==> config.mk <==
export PLATFORM = sky130hd
export DESIGN_NAME = uart_result_packetizer
export DESIGN_NICKNAME = d
export VERILOG_FILES = /design/src/rtl/uart_result_packetizer.sv
export SDC_FILE = /design/constraint.sdc
export NUM_CORES = 1
export LEC_CHECK = 0
export CELL_PAD_IN_SITES_DETAIL_PLACEMENT = 1
export CELL_PAD_IN_SITES_GLOBAL_PLACEMENT = 1
export CORE_ASPECT_RATIO = 1.75
export CORE_MARGIN = 2
export CORE_UTILIZATION = 45
export DETAILED_ROUTE_END_ITERATION = 10
export PLACE_DENSITY_LB_ADDON = 0.15
export SLEW_MARGIN = 10
export SYNTH_ARGS = -nofsm -noshare
export SYNTH_HDL_FRONTEND = slang
export SYNTH_SLANG_ARGS = --single-unit
==> constraint.sdc <==
create_clock -name clk_i -period 4.4 [get_ports clk_i]
set_input_delay 0.66 -clock clk_i [delete_from_list [all_inputs] [get_ports clk_i]]
set_output_delay 0.66 -clock clk_i [all_outputs]
set_load 0.02 [all_outputs]
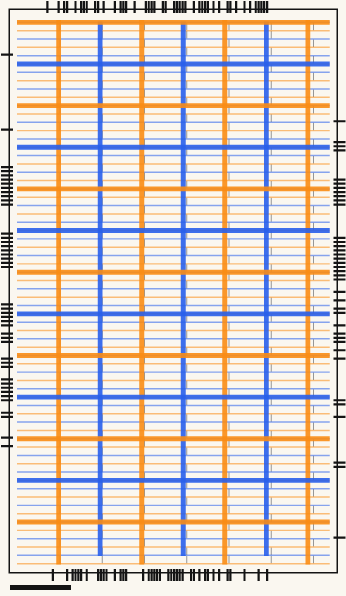
*Floorplan with the power grid, run 1*
Scale bar: 20 um. Pins as bars on the die edge. Tap cells in gray.
legend:
  VSS:
    color: orange
  VDD:
    color: blue
met1 rails: 66
tap cells: 234
rows: 65
Core Footprint: 18050 um2
die width: 106.6 um
Max IR drop VDD: 0.4071 mV

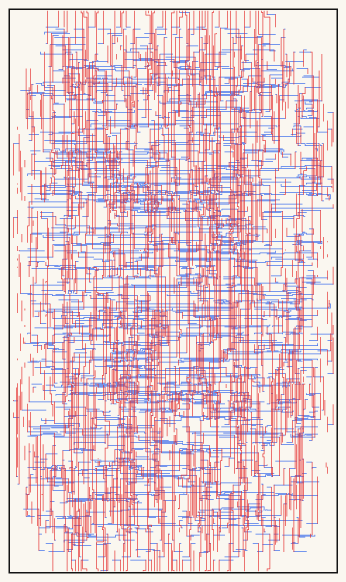
*Signal wires by layer, run 1*
Two of the layers only.
legend:
  M2:
    color: red
    wire_length: 14300 um
  M1:
    color: blue
    wire_length: 9650 um
total number of vias: 6479
routed len/inst: 24.10 um

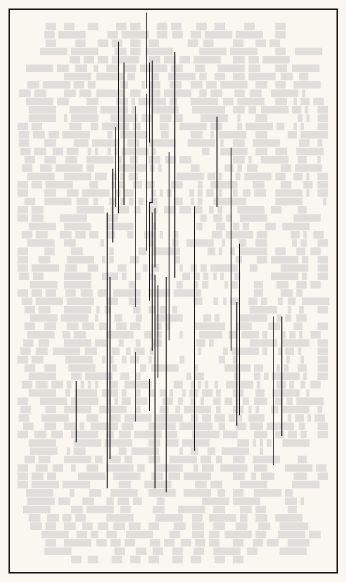
*Met4 routing, run 1*
Cells faint in the background.
share of all routed wire: 5.1%
longest straight run: 89.8 um
wire length on this layer: 1320 um
main direction: vertical
final WL: 26.17 mm

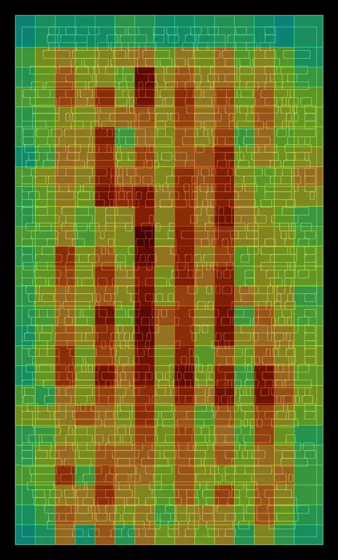
*Routing congestion map, run 1*
met1 GRT Util: 30.38%
met3 usage: 4.254%
Top Usage Layer GRT: met2
final core occ: 58.81%

==> Slide: Implementation Results, run 1 <==
Key Metrics from the Run

Status
  • Status: completed

Layout
  • Max reg flops: 128
  • Fin nets: 982
  • Final Cell Area: 10620 um2
  • Post-route insts no fill: 1086
  • Layout cell share with drive strength beyond 1: 18.66%

Final timing
  • Final setup violation count: 0
  • Final min period: 3128 ps
  • Final Hold Viols: 0
  • Worst slew pin tran: 1117 ps
  • Slew Limit Fails: 0
  • Final worst-path cycle share: 71.10%

Clocking
  • Clk buf depth: 2
  • Postcts setup bufs: 0
  • CTS clk-pin slew, worst paths: 70 ps
  • Hold_buf cts: 0
  • CTS tree: built
  • H-Tree Depth: 4
  • Resize count post-CTS: 0

Global route
  • GRT Overall Usage: 27.55%
  • Initial antenna violation count: 0
  • First-pass GRT wire length: 40.79 mm

Route
  • Residual DRC: 0
  • Routed Antenna Nets: 0
  • TritonRoute pass-1 iters: 5
  • Vias per cell: 5.966

Setup path
  • Reg2Reg Setup Slack: 1270 ps
  • Worst-path fanout max: 51
  • Reg2reg path depth: 7
  • Critical path data arrival time: 3420 ps
  • WS Path Type: flop to flop

Worst hold path
  • Hold WC Path Type: input pin to asynchronous set/reset pin

Synthesis
  • Post-Syn Instances: 695
  • Main area contributors: dfrtp_1 50%, mux2_2 14%, mux2_1 4.8%
  • Synth top cells by count: 165 x dfrtp_1, 101 x mux2_2, 54 x nand2_1
  • Yosys cell types: 71
  • Avg Synthesized Cell Area: 11.93 um2
  • Post-synth top area share: 49.80%
  • Yosys warning total: 0
  • Ys async rst share: 100.0%
  • Commonest flop: dfrtp_1

Placement
  • Dpl hpwl: 18.65 mm
  • Placement Cell Area: 10020 um2

Pwr
  • Final total power: 7.495 mW

Die
  • Row count: 65
[run 1: metrics by stage]
step                      setup slack, ps  utilization, %
final                                1272           58.81
after global routing                 1053           58.81
after CTS                            1296           58.81
after detailed placement             1157           55.50
after global placement               1254           55.50
after floorplan                      2153               -
[run 1: logic make-up (layout without fill, tap and decap cells)]
family	after synthesis	after routing	synth area share (%)
flops	166	166	50.12
simple gates	160	160	10.32
compound gates	142	142	12.86
fa+ha+maj	7	7	1.056
xor+xnor	21	21	2.219
mux	141	141	19.08
buf+inv	58	215	4.346
[run 1: layer usage]
| metal | wire, um | share of wire, % | vias to the layer above | global-route usage [%] |
|---|---|---|---|---|
| met3 | 893 | 3.4 | 61 | 4.254 |
| met4 | 1324 | 5.1 | 0 | 14.23 |
| met5 | 0 | 0 | - | 0 |
| li1 | - | - | 2873 | - |
| met2 | 14310 | 55 | 215 | 50.37 |
| met1 | 9645 | 37 | 3330 | 30.38 |
[run 1: cell usage in the layout, fill, tap and decap left out, types with 12 or more instances in the layout]
cell type / n
xnor2_1: 12
nor2_1: 20
a22oi_1: 25
clkbuf_16: 17
dfrtp_1: 165
a21oi_1: 21
mux2_2: 101
nand3_1: 24
clkdlybuf4s50_1: 162
mux2_1: 35
nand2_1: 54
o21ai_0: 21
[run 1: critical path, cell delays in order (launching register included)]
cell      delay [ps]
dfrtp_1          670
inv_1            150
ha_2            1010
nor2b_1          350
a32oi_1          290
nor2_1            60
a311oi_1         300
a31oi_1          130
[run 1: power by group]
group          switching [mW]  internal (mW)  leakage [nW]
logic                    1.78           1.39          2.01
clock network           0.622          0.924         0.277
registers               0.555           2.23          2.01
[run 1: layout make-up]
class                           count  area, um2
Fill cell                        1867       7437
Sequential cell                   166       4155
Multi-Input combinational cell    471       3782
Timing Repair Buffer              175       1760
Clock buffer                       24      471.7
Tap cell                          234      292.8
Clock inverter                      8      125.1
Inverter                            8      30.03
### A small window of the routed layout, run 1

Window x 67 to 92, y 33 to 58 um. Cells in gray, sequential cells in the stronger gray; small squares are vias.
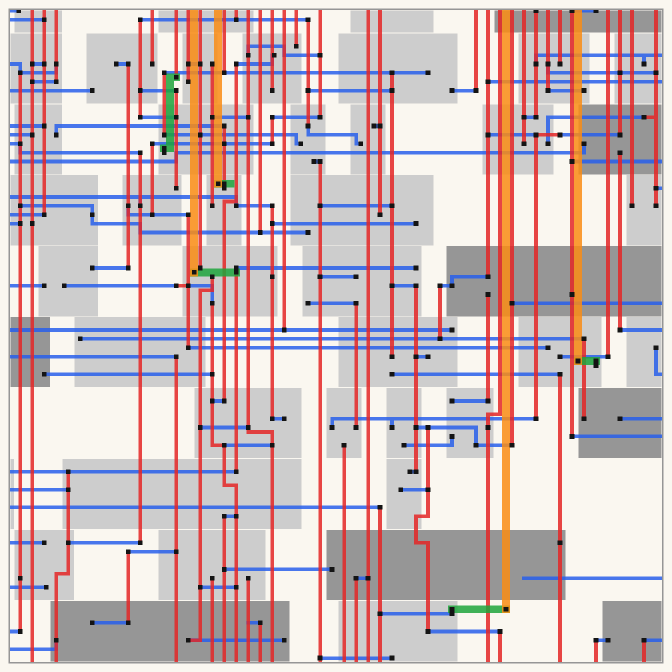

==> inputs of run 2 (changes only) <==
Settings changed: CORE_UTILIZATION 45 to 37.
Clock period 4.4 ns to 2.7 ns, I/O delays scaled along.
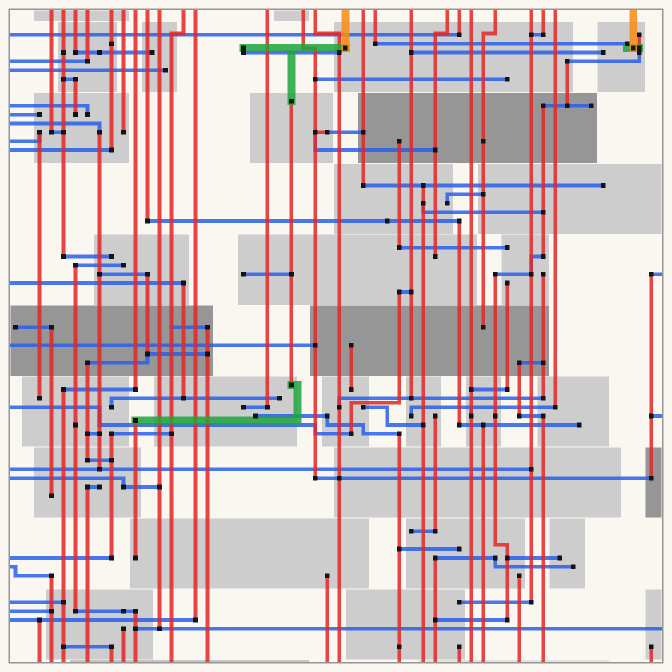
*A small window of the routed layout, run 2*
Window x 75 to 100, y 38 to 63 um. Cells in gray, sequential cells in the stronger gray; small squares are vias.
legend:
  M2:
    color: red
  M1:
    color: blue
  M4:
    color: orange
  M3:
    color: green
sequential cells in the window: 3
cells with their middle in the window: 27

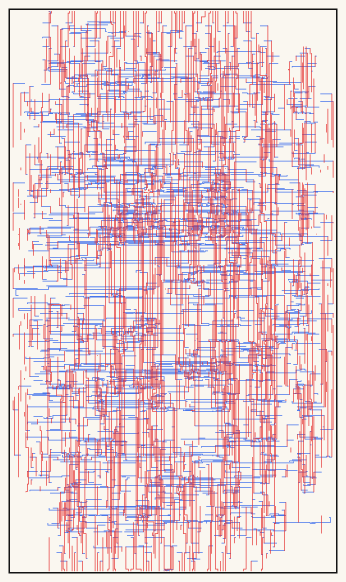
*Signal wires by layer, run 2*
Two of the layers only.
legend:
  M1:
    color: blue
    wire_length: 10100 um
  M2:
    color: red
    wire_length: 15600 um
GRT Overall Usage: 24.33%
total number of vias: 6486
routed len/inst: 23.11 um
final WL: 27.40 mm

==> run 2 against run 1 <==
First-iteration DRC count is 4.5% lower. Highest routed layer unchanged. Maximum frequency rose by 24%. Final cell count is 9.2% higher. Die size increased by 21%. Synthesized cell count stayed put. Sequential power increased by 61%. Core utilization decreased by 8.6 points. Clock skew decreased by 0.90 ps. Setup slack got worse by 1100 ps.
==> Slide: Implementation Results, run 2 <==
Key Metrics from the Run

Layout
  • Fin nets: 1020
  • Reg area: 4155 um2
  • # fillers: 2334
  • Multi-input logic area: 3782 um2
  • Layout cell share with drive strength beyond 1: 22.58%
  • Most frequent cells in the layout: 165 x dfrtp_1, 162 x clkdlybuf4s50_1, 101 x mux2_2
  • Final Cell Area: 11070 um2
  • Commonest Layout Cell: dfrtp_1

Final timing
  • Final min period: 2519 ps
  • Final setup violation count: 0
  • Final worst-path cycle share: 93.30%
  • Post-route setup slack: 180.8 ps
  • Worst slew pin tran: 674.5 ps
  • Final Hold Viols: 0
  • Slew Limit Fails: 0

Placement
  • Dpl hpwl: 20.67 mm
  • Placement Cell Area: 10460 um2

Synthesis
  • Main area contributors: dfrtp_1 50%, mux2_2 14%, mux2_1 4.8%
  • Avg Synthesized Cell Area: 11.93 um2
  • Ys async rst share: 100.0%
  • Synth top cells by count: 165 x dfrtp_1, 101 x mux2_2, 54 x nand2_1
  • Post-synth top area share: 49.80%
  • Yosys cell types: 71
  • Yosys warning total: 0

Clocking
  • H-Tree Depth: 4
  • CTS tree: built

Setup path
  • CP max stage delay: 410 ps
  • Crit-path cells: buf_4 > ha_1 > buf_12 > a22oi_1 > mux2i_1 > o21ai_0 > nand4_1 > a311oi_1 > a31oi_1
  • WS Path Type: flop to flop
  • Slowest cell on crit path: a311oi_1
  • Reg2reg path depth: 9
  • Reg2Reg Setup Slack: 180 ps
  • Stages on the worst setup path: 9
  • Crit path buffers/inverters: 2

Route
  • Residual DRC: 0
  • Routed Antenna Nets: 0
  • Vias per cell: 5.469

Die
  • Die width: 117.2 um
  • Row count: 72

Global route
  • Met3 usage: 3.658%
  • Top Usage Layer GRT: met2
  • GR Util met2: 44.64%
  • Initial antenna violation count: 0

Status
  • Status: completed
-- run 2: power breakdown --
group	switching [mW]	total (mW)	internal (mW)	leakage, nW
Clock	1.06	2.48	1.42	0.292
Combinational	3.06	5.70	2.64	2.22
Sequential	0.837	4.47	3.63	2.01
Total	4.96	12.6	7.69	4.52
-- run 2: cells by family (layout without fill, tap and decap cells) --
family	count (synthesis)	after routing	synth area share [%]
adder cells (fa/ha/maj)	7	7	1.056
XOR/XNOR	21	21	2.219
buffers and inverters	58	253	4.346
AND-OR/OR-AND	142	142	12.86
multiplexers	141	141	19.08
AND/OR/NAND/NOR	160	160	10.32
flip-flops	166	166	50.12
-- run 2: cell type report --
class / count / share of cell area (%)
repair buffers: 213 / 19.29
clock inverters: 9 / 0.8136
flip-flops and latches: 166 / 37.53
inverters: 8 / 0.2712
clock buffers: 23 / 4.588
well taps: 296 / 3.345
multi-input cells: 471 / 34.16
-- run 2: through the flow --
stage / util (%) / cells / hold WS, ps
after global routing: 50.16 / 1186 / 503.7
after global placement: 47.41 / 1153 / 400.4
final: 50.16 / 1186 / 471.9
after CTS: 50.16 / 1186 / 487.5
after floorplan: - / 695 / 109.4
after detailed placement: 47.41 / 1153 / 397.6
-- run 2: timing repair --
item / in CTS / in global routing
hold buffers: 1 / 0
buffers inserted: 0 / 0
endpoints found under the hold margin: 50 / 0
setup endpoints to repair: 0 / 0
-- run 2: metal layers --
| layer | share of wire (%) | vias up |
|---|---|---|
| li1 | - | 2942 |
| met5 | 0 | - |
| met1 | 37 | 3341 |
| met2 | 57 | 168 |
| met3 | 3.1 | 35 |
| met4 | 3.4 | 0 |
Power and IR drop assume default switching activity.
